Fig. 1: run 1, clock distribution
Scale bar: 50 microns.
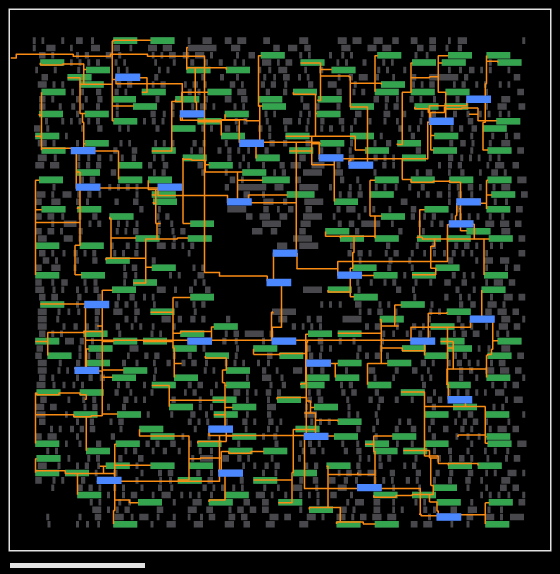
Fig. 2: run 1, wire density map
Scale bar: 50 microns. The die is cut into 20 by 20 equal tiles; dark blue is low, red is high, scaled to the fullest tile. Values are wire area over tile area, all layers added.
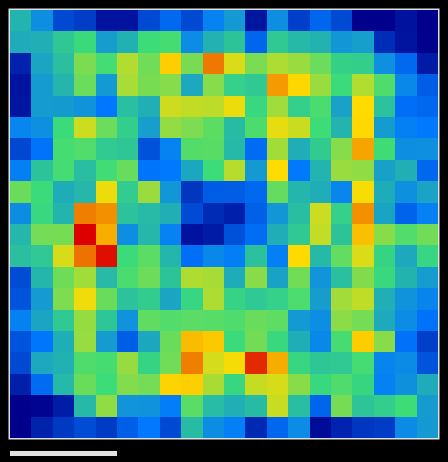
Fig. 3: run 1, placed cells, one color a class
Scale bar: 50 microns.
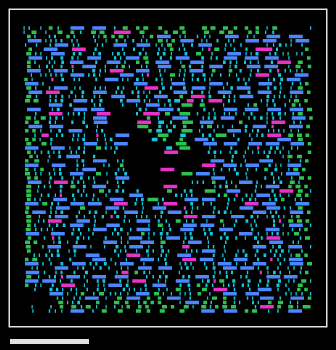
`src/rtl/mips_pkg.sv`:
```
// rtl/mips_pkg.sv - shared MIPS core widths and EX/MEM entry layout
package mips_pkg;

  localparam int MIPS_DATA_W = 32;
  localparam int MIPS_REG_W  = 5;

  // Field order here matches the packing order used by ex_mem_stage.
  typedef struct packed {
    logic [MIPS_DATA_W-1:0] result;
    logic                   zero;
    logic [MIPS_REG_W-1:0]  rd;
    logic                   reg_write;
    logic                   mem_read;
    logic                   mem_write;
    logic [MIPS_DATA_W-1:0] store_data;
    logic [MIPS_DATA_W-1:0] pc;
  } ex_mem_t;

  localparam int EX_MEM_W = $bits(ex_mem_t);

endpackage

```
`src/rtl/skid_buf2.sv`:
```
// rtl/skid_buf2.sv - generic two-entry valid/ready skid buffer
// MAIN drives the output and SKID catches one extra beat; in_ready depends only on registered state.
module skid_buf2 #(
  parameter int WIDTH = 8
) (
  input  logic             clk,
  input  logic             rst_n,
  input  logic             flush,
  input  logic             in_valid,
  output logic             in_ready,
  input  logic [WIDTH-1:0] in_data,
  output logic             out_valid,
  input  logic             out_ready,
  output logic [WIDTH-1:0] out_data
);

  logic             main_valid_q, main_valid_d;
  logic             skid_valid_q, skid_valid_d;
  logic [WIDTH-1:0] main_data_q, main_data_d;
  logic [WIDTH-1:0] skid_data_q, skid_data_d;
  logic             accept;
  logic             pop;

  assign accept = in_valid & ~skid_valid_q;
  assign pop    = main_valid_q & out_ready;

  // Empty entries are zeroed so that downstream never sees stale control bits.
  always_comb begin
    main_valid_d = main_valid_q;
    main_data_d  = main_data_q;
    skid_valid_d = skid_valid_q;
    skid_data_d  = skid_data_q;
    if (flush) begin
      main_valid_d = 1'b0;
      main_data_d  = '0;
      skid_valid_d = 1'b0;
      skid_data_d  = '0;
    end else if (pop && skid_valid_q) begin
      main_valid_d = 1'b1;
      main_data_d  = skid_data_q;
      skid_valid_d = 1'b0;
      skid_data_d  = '0;
    end else if (pop || !main_valid_q) begin
      main_valid_d = accept;
      main_data_d  = accept ? in_data : '0;
    end else if (accept) begin
      skid_valid_d = 1'b1;
      skid_data_d  = in_data;
    end
  end

  always_ff @(posedge clk or negedge rst_n) begin
    if (!rst_n) begin
      main_valid_q <= 1'b0;
      main_data_q  <= '0;
      skid_valid_q <= 1'b0;
      skid_data_q  <= '0;
    end else begin
      main_valid_q <= main_valid_d;
      main_data_q  <= main_data_d;
      skid_valid_q <= skid_valid_d;
      skid_data_q  <= skid_data_d;
    end
  end

  assign in_ready  = ~skid_valid_q;
  assign out_valid = main_valid_q;
  assign out_data  = main_data_q;

endmodule

```
`src/rtl/ex_mem_stage.sv`:
```
// rtl/ex_mem_stage.sv - EX-to-MEM pipeline stage with skid buffer and overflow trap
// Overflow trap squash and EPC capture are built only when EX_MEM_TRAP_EN is defined.
module ex_mem_stage
  import mips_pkg::*;
#(
  parameter int DATA_W = MIPS_DATA_W,
  parameter int REG_W  = MIPS_REG_W
) (
  input  logic              clk,
  input  logic              rst_n,
  input  logic              in_valid,
  output logic              in_ready,
  input  logic [DATA_W-1:0] in_result,
  input  logic              in_zero,
  input  logic              in_overflow,
  input  logic              in_ovf_chk,
  input  logic [REG_W-1:0]  in_rd,
  input  logic              in_reg_write,
  input  logic              in_mem_read,
  input  logic              in_mem_write,
  input  logic [DATA_W-1:0] in_store_data,
  input  logic [DATA_W-1:0] in_pc,
  input  logic              flush,
  output logic              out_valid,
  input  logic              out_ready,
  output logic [DATA_W-1:0] out_result,
  output logic              out_zero,
  output logic [REG_W-1:0]  out_rd,
  output logic              out_reg_write,
  output logic              out_mem_read,
  output logic              out_mem_write,
  output logic [DATA_W-1:0] out_store_data,
  output logic [DATA_W-1:0] out_pc,
  output logic              trap,
  output logic [DATA_W-1:0] trap_epc
);

  localparam int PAYLOAD_W = 3 * DATA_W + REG_W + 4;

  logic [PAYLOAD_W-1:0] in_payload;
  logic [PAYLOAD_W-1:0] out_payload;
  logic                 buf_in_ready;
  logic                 buf_out_valid;
  logic                 ovf_trap;

`ifdef EX_MEM_TRAP_EN
  logic              accept;
  logic              trap_q, trap_d;
  logic [DATA_W-1:0] epc_q, epc_d;

  assign ovf_trap = in_ovf_chk & in_overflow;
  // Flush drops the incoming beat, so a trapping instruction in a flush cycle never traps.
  assign accept   = in_valid & buf_in_ready & ~flush;

  always_comb begin
    trap_d = accept & ovf_trap;
    epc_d  = trap_d ? in_pc : epc_q;
  end

  always_ff @(posedge clk or negedge rst_n) begin
    if (!rst_n) begin
      trap_q <= 1'b0;
      epc_q  <= '0;
    end else begin
      trap_q <= trap_d;
      epc_q  <= epc_d;
    end
  end

  assign trap     = trap_q;
  assign trap_epc = epc_q;
`else
  logic unused_trap_inputs;

  assign unused_trap_inputs = in_ovf_chk ^ in_overflow;
  assign ovf_trap           = 1'b0;
  assign trap               = 1'b0;
  assign trap_epc           = '0;
`endif

  // A trapping entry still retires in order, but with every architectural side effect removed.
  assign in_payload = {in_result, in_zero, in_rd,
                       in_reg_write & ~ovf_trap,
                       in_mem_read  & ~ovf_trap,
                       in_mem_write & ~ovf_trap,
                       in_store_data, in_pc};

  skid_buf2 #(
    .WIDTH(PAYLOAD_W)
  ) u_skid_buf2 (
    .clk       (clk),
    .rst_n     (rst_n),
    .flush     (flush),
    .in_valid  (in_valid),
    .in_ready  (buf_in_ready),
    .in_data   (in_payload),
    .out_valid (buf_out_valid),
    .out_ready (out_ready),
    .out_data  (out_payload)
  );

  assign in_ready  = buf_in_ready;
  assign out_valid = buf_out_valid;
  assign {out_result, out_zero, out_rd, out_reg_write, out_mem_read,
          out_mem_write, out_store_data, out_pc} = out_payload;

endmodule

```
`config.mk`:
```
export PLATFORM = sky130hd
export DESIGN_NAME = ex_mem_stage
export DESIGN_NICKNAME = d
export VERILOG_FILES = /design/src/rtl/mips_pkg.sv /design/src/rtl/skid_buf2.sv /design/src/rtl/ex_mem_stage.sv
export SDC_FILE = /design/constraint.sdc
export NUM_CORES = 1
export LEC_CHECK = 0
export ABC_AREA = 1
export CELL_PAD_IN_SITES_DETAIL_PLACEMENT = 2
export CELL_PAD_IN_SITES_GLOBAL_PLACEMENT = 2
export CORE_MARGIN = 8
export CORE_UTILIZATION = 31
export CTS_CLUSTER_DIAMETER = 60
export DETAILED_ROUTE_END_ITERATION = 10
export PLACE_DENSITY_LB_ADDON = 0.1
export SLEW_MARGIN = 0
export SYNTH_ARGS = -nofsm -noshare
export SYNTH_HDL_FRONTEND = slang
export SYNTH_SLANG_ARGS = --single-unit
```
`constraint.sdc`:
```
create_clock -name clk -period 3 [get_ports clk]
set_input_delay 0.6 -clock clk [delete_from_list [all_inputs] [get_ports clk]]
set_output_delay 0.6 -clock clk [all_outputs]
set_load 0.1 [all_outputs]
```
==> out/metrics.yaml, run 1 <==
worst_setup_path:
  slowest_delay_ps: 690
  critPathArrivalTime_ps: 1680
  setup.worst_path.end_class: "primary output"
  crit_path_max_fanout: 38
  cp-start-kind: "flip-flop"
power:
  power.sequential.total_mw: 3.04
  power_frac_seq_pct: 37.3
  power_total_mw: 8.14
  power.group.top: "the clock network"
logic_synthesis:
  synthArstFlopShare_pct: 100
  yosys_warnings: 0
  synthDistinctLibCells: 16
  yosys.stat.chipArea_sq_um: 10500
  synth-edff-count: 0
placement:
  detailed_place.area_sq_um: 12400
clock_network:
  clk_transition_reported_paths_ps: 50
cells_and_area:
  syn_to_final_growth_pct: 27.1
  final_net_count: 1586
  post-route-util_pct: 40.0
grt:
  busiest_layer: "met2"
  globalRouteOverflowTotal: 0
status:
  run_status: "completed"
die:
  die_h_microns: 200
route:
  first_iter_violations: 356
  drt-vias-per-instance: 5.04
sta:
  rsz0062_at_grt: "false"
About Fig. 1:
Blue stands for clock-net drivers, count 30. Orange stands for clock wires, length 3630 microns. Green stands for flip-flops, count 212.
Position of the flops: spread over the die. There are 31 routed clock nets.
power drawn by the clock network: 3.58 mW
Clock Skews: 6.63 ps
clk ins delay skew pair: 540 ps
Clk network pwr share: 43.9%

About Fig. 2:
The fullest tile reaches 0.36. The mean over all tiles is 0.15. 35% of the tiles are over half the peak. 1.8% of the tiles are nearly empty.
total wirelength of the detailed-routed design: 38900 microns
vias after detailed routing: 9815
Total Routing Usage GR: 19.0%
wire length per cell: 20.0 microns

About Fig. 3:
Green stands for remaining buffers and delay cells, cells 236. Magenta stands for clock drivers and dummy loads, cells 56. Cyan stands for remaining logic cells, cells 994. Blue stands for registers, cells 212.
area of the core region: 33500 sq um
cell area after layout: 13400 sq um
number of core rows: 67
share of the final layout cell area in sequential cells: 39.6%

==> run 1: final cells by class <==
type	count	area, sq um
timing repair buffer	236	2200
clock inverter	13	140
sequential	212	5310
fill	3829	20100
multi-input combinational	988	4280
tap	448	561
inverter	6	35.0
antenna	3	7.51
clock buffer	43	861
==> run 1: cell families after synthesis <==
logic type	share of synthesized area, %
DFF	50.3
other	0.0356
and+or+nand+nor	39.4
AOI/OAI and AO/OA	0.107
buffers and inverters	10.2
==> run 1: sequential cells by signal, summed over array words and instances (netlist names) <==
| register | flops |
|---|---|
| u_skid_buf2.out_data | 105 |
| u_skid_buf2.skid_valid_q | 1 |
| u_skid_buf2.out_valid | 1 |
| u_skid_buf2.skid_data_q | 105 |
==> run 1: what timing repair did <==
item,4_1_cts,5_1_grt
hold buffers,0,1
gates resized,0,0
hold endpoints to repair,0,1
Fig. 4: run 1, selected gate families
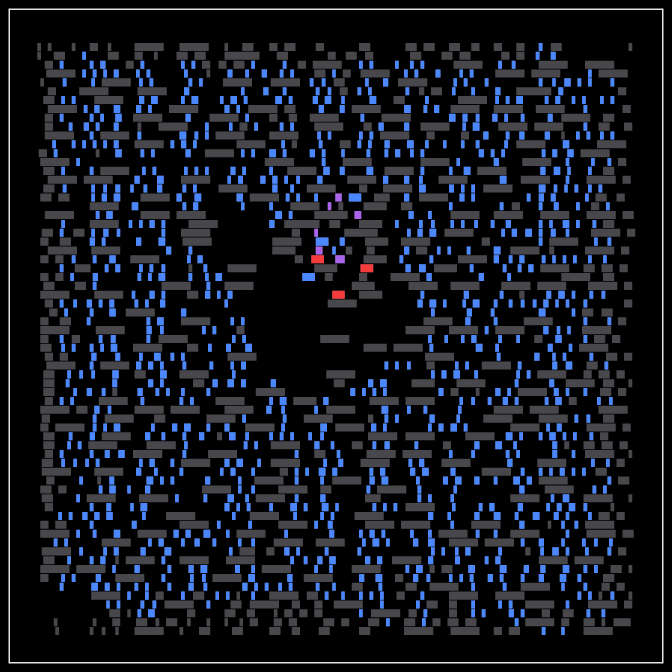

==> run 2: changes to the inputs <==
--- a/config.mk
+++ b/config.mk
@@ -9,7 +9,7 @@
 export CELL_PAD_IN_SITES_DETAIL_PLACEMENT = 2
 export CELL_PAD_IN_SITES_GLOBAL_PLACEMENT = 2
 export CORE_MARGIN = 8
-export CORE_UTILIZATION = 31
+export CORE_UTILIZATION = 26
 export CTS_CLUSTER_DIAMETER = 60
 export DETAILED_ROUTE_END_ITERATION = 10
 export PLACE_DENSITY_LB_ADDON = 0.1
==> constraint.sdc (replaced) <==
create_clock -name clk -period 2.05 [get_ports clk]
set_input_delay 0.41 -clock clk [delete_from_list [all_inputs] [get_ports clk]]
set_output_delay 0.41 -clock clk [all_outputs]
set_load 0.1 [all_outputs]
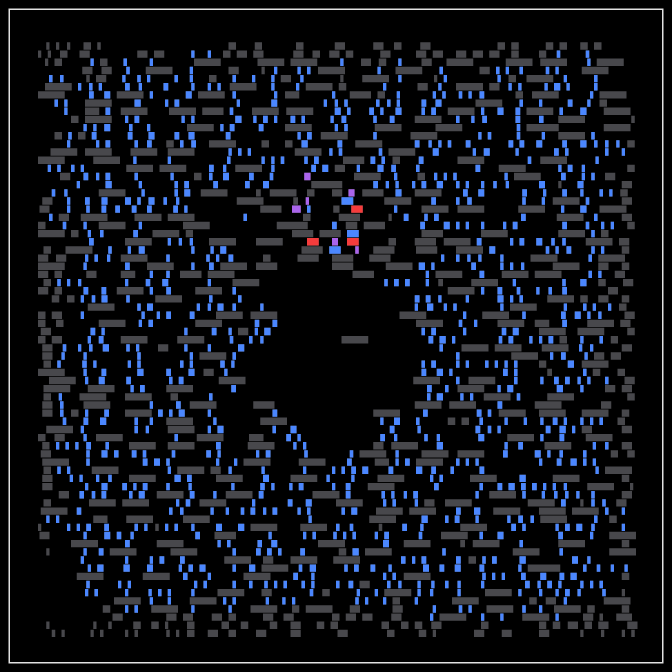
Fig. 5. Selected gate families (run 2).
Blue stands for nand cells, cells 950, most used nand2_1, where spread over the die. Red stands for nor cells, cells 3, most used nor2_4. Purple stands for inv cells, cells 6, most used inv_4.
non-filler instance count after layout: 2033
most frequent logic cell in the layout: sky130_fd_sc_hd__nand2_1
multi-input gate share of the layout cell area: 31.2%

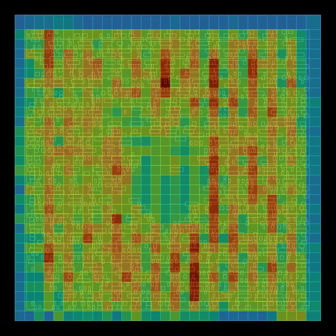
Fig. 6. Congestion heat map (run 2).
most congested layer reported by global routing: met2
Global Route met2 Usage: 29.5%
met3 Usage GRT: 3.22%

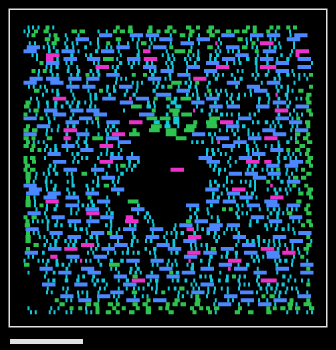
Fig. 7. Placed cells, one color a class (run 2).
Scale bar: 50 microns.
Magenta stands for clock drivers and dummy loads, cells 51. Cyan stands for remaining logic cells, cells 994. Blue stands for registers, cells 212. Green stands for remaining buffers and delay cells, cells 250.
cell area after layout: 13700 sq um
share of the final layout cell area in sequential cells: 38.7%
area of the core region: 39900 sq um
number of core rows: 73
post-layout util: 34.4%

==> run 2 against run 1 <==
Net effect:
- combinational power grew 52%
- sequential cell count stayed put
- worst hold slack got worse by 250 ps
- final cell count increased by 4.3%
- clock-buffer cell count rose by 1
- clock skew about the same
- non-clock buffer count is 14 higher
- routed wire length grew 4.9%
- synthesized area stayed put
- synthesized cell count stayed put
- largest power group unchanged
==> out/metrics.yaml, run 2 <==
grt:
  globalRouteOverflowTotal: 0  # unchanged
  gr-usage-all-layers_pct: 17.1  # -1.9 points
clock_network:
  clk_ins_delay_skew_pair_ps: 550  # about the same
  post_cts.resized_instances: 1  # +1
worst_setup_path:
  setup.worst_path.end_class: "primary output"
  cp-start-kind: "flip-flop"
  crit_path_max_fanout: 28  # -26%
  slowest_delay_ps: 460  # -230 ps
  critPathArrivalTime_ps: 1540  # -140 ps
power:
  power_total_mw: 11.9  # +47%
  p_clk_mw: 5.17  # +44%
  power_frac_seq_pct: 37.2  # about the same
cells_and_area:
  nonClockBufferCount: 250  # +5.9%
  multi_input_comb_area_sq_um: 4280  # unchanged
  layout.clock_buffers: 44  # +2.3%
  clkCellAreaFrac_pct: 7.16  # -0.31 points
  area_dominant_class: "flip-flops and latches"
  antenna_cells: 1  # -2
  n_multi_input_combinational_cell: 988  # unchanged
route:
  detail_route.wirelength_microns: 40800  # +4.9%
  vias: 9767  # -0.49%
  route.detailed.wl_per_inst_microns: 20.1  # +0.55%
logic_synthesis:
  yosys_warnings: 0  # unchanged
  synthDistinctLibCells: 16  # unchanged
  synth-edff-count: 0  # unchanged
  synthArstFlopShare_pct: 100  # unchanged
die:
  die_h_microns: 217  # +8.5%
status:
  run_status: "completed"
==> run 2: cell count changes in the layout (fill, tap and decap cells not counted), sizes merged <==
cell      before  now
buf          128  142
bufinv         3    2
clkinv        10    4
clkbuf        43   44
diode          3    1
clkinvlp       0    1
==> run 2: cells by family (layout without fill, tap and decap cells) <==
logic type | Yosys count | after routing | synth area share (%)
buffers and inverters | 153 | 307 | 10.2
flip-flops | 212 | 212 | 50.3
AND-OR/OR-AND | 2 | 2 | 0.107
AND/OR/NAND/NOR | 953 | 953 | 39.4
other | 1 | 34 | 0.0356
==> run 2: layer usage <==
layer  share of wire, %  wire [microns]
met5               0.10              41
met4                1.6             647
met3                3.6            1480
met2                 49           19900
met1                 46           18800
Power is estimated from default activity; no workload was simulated.
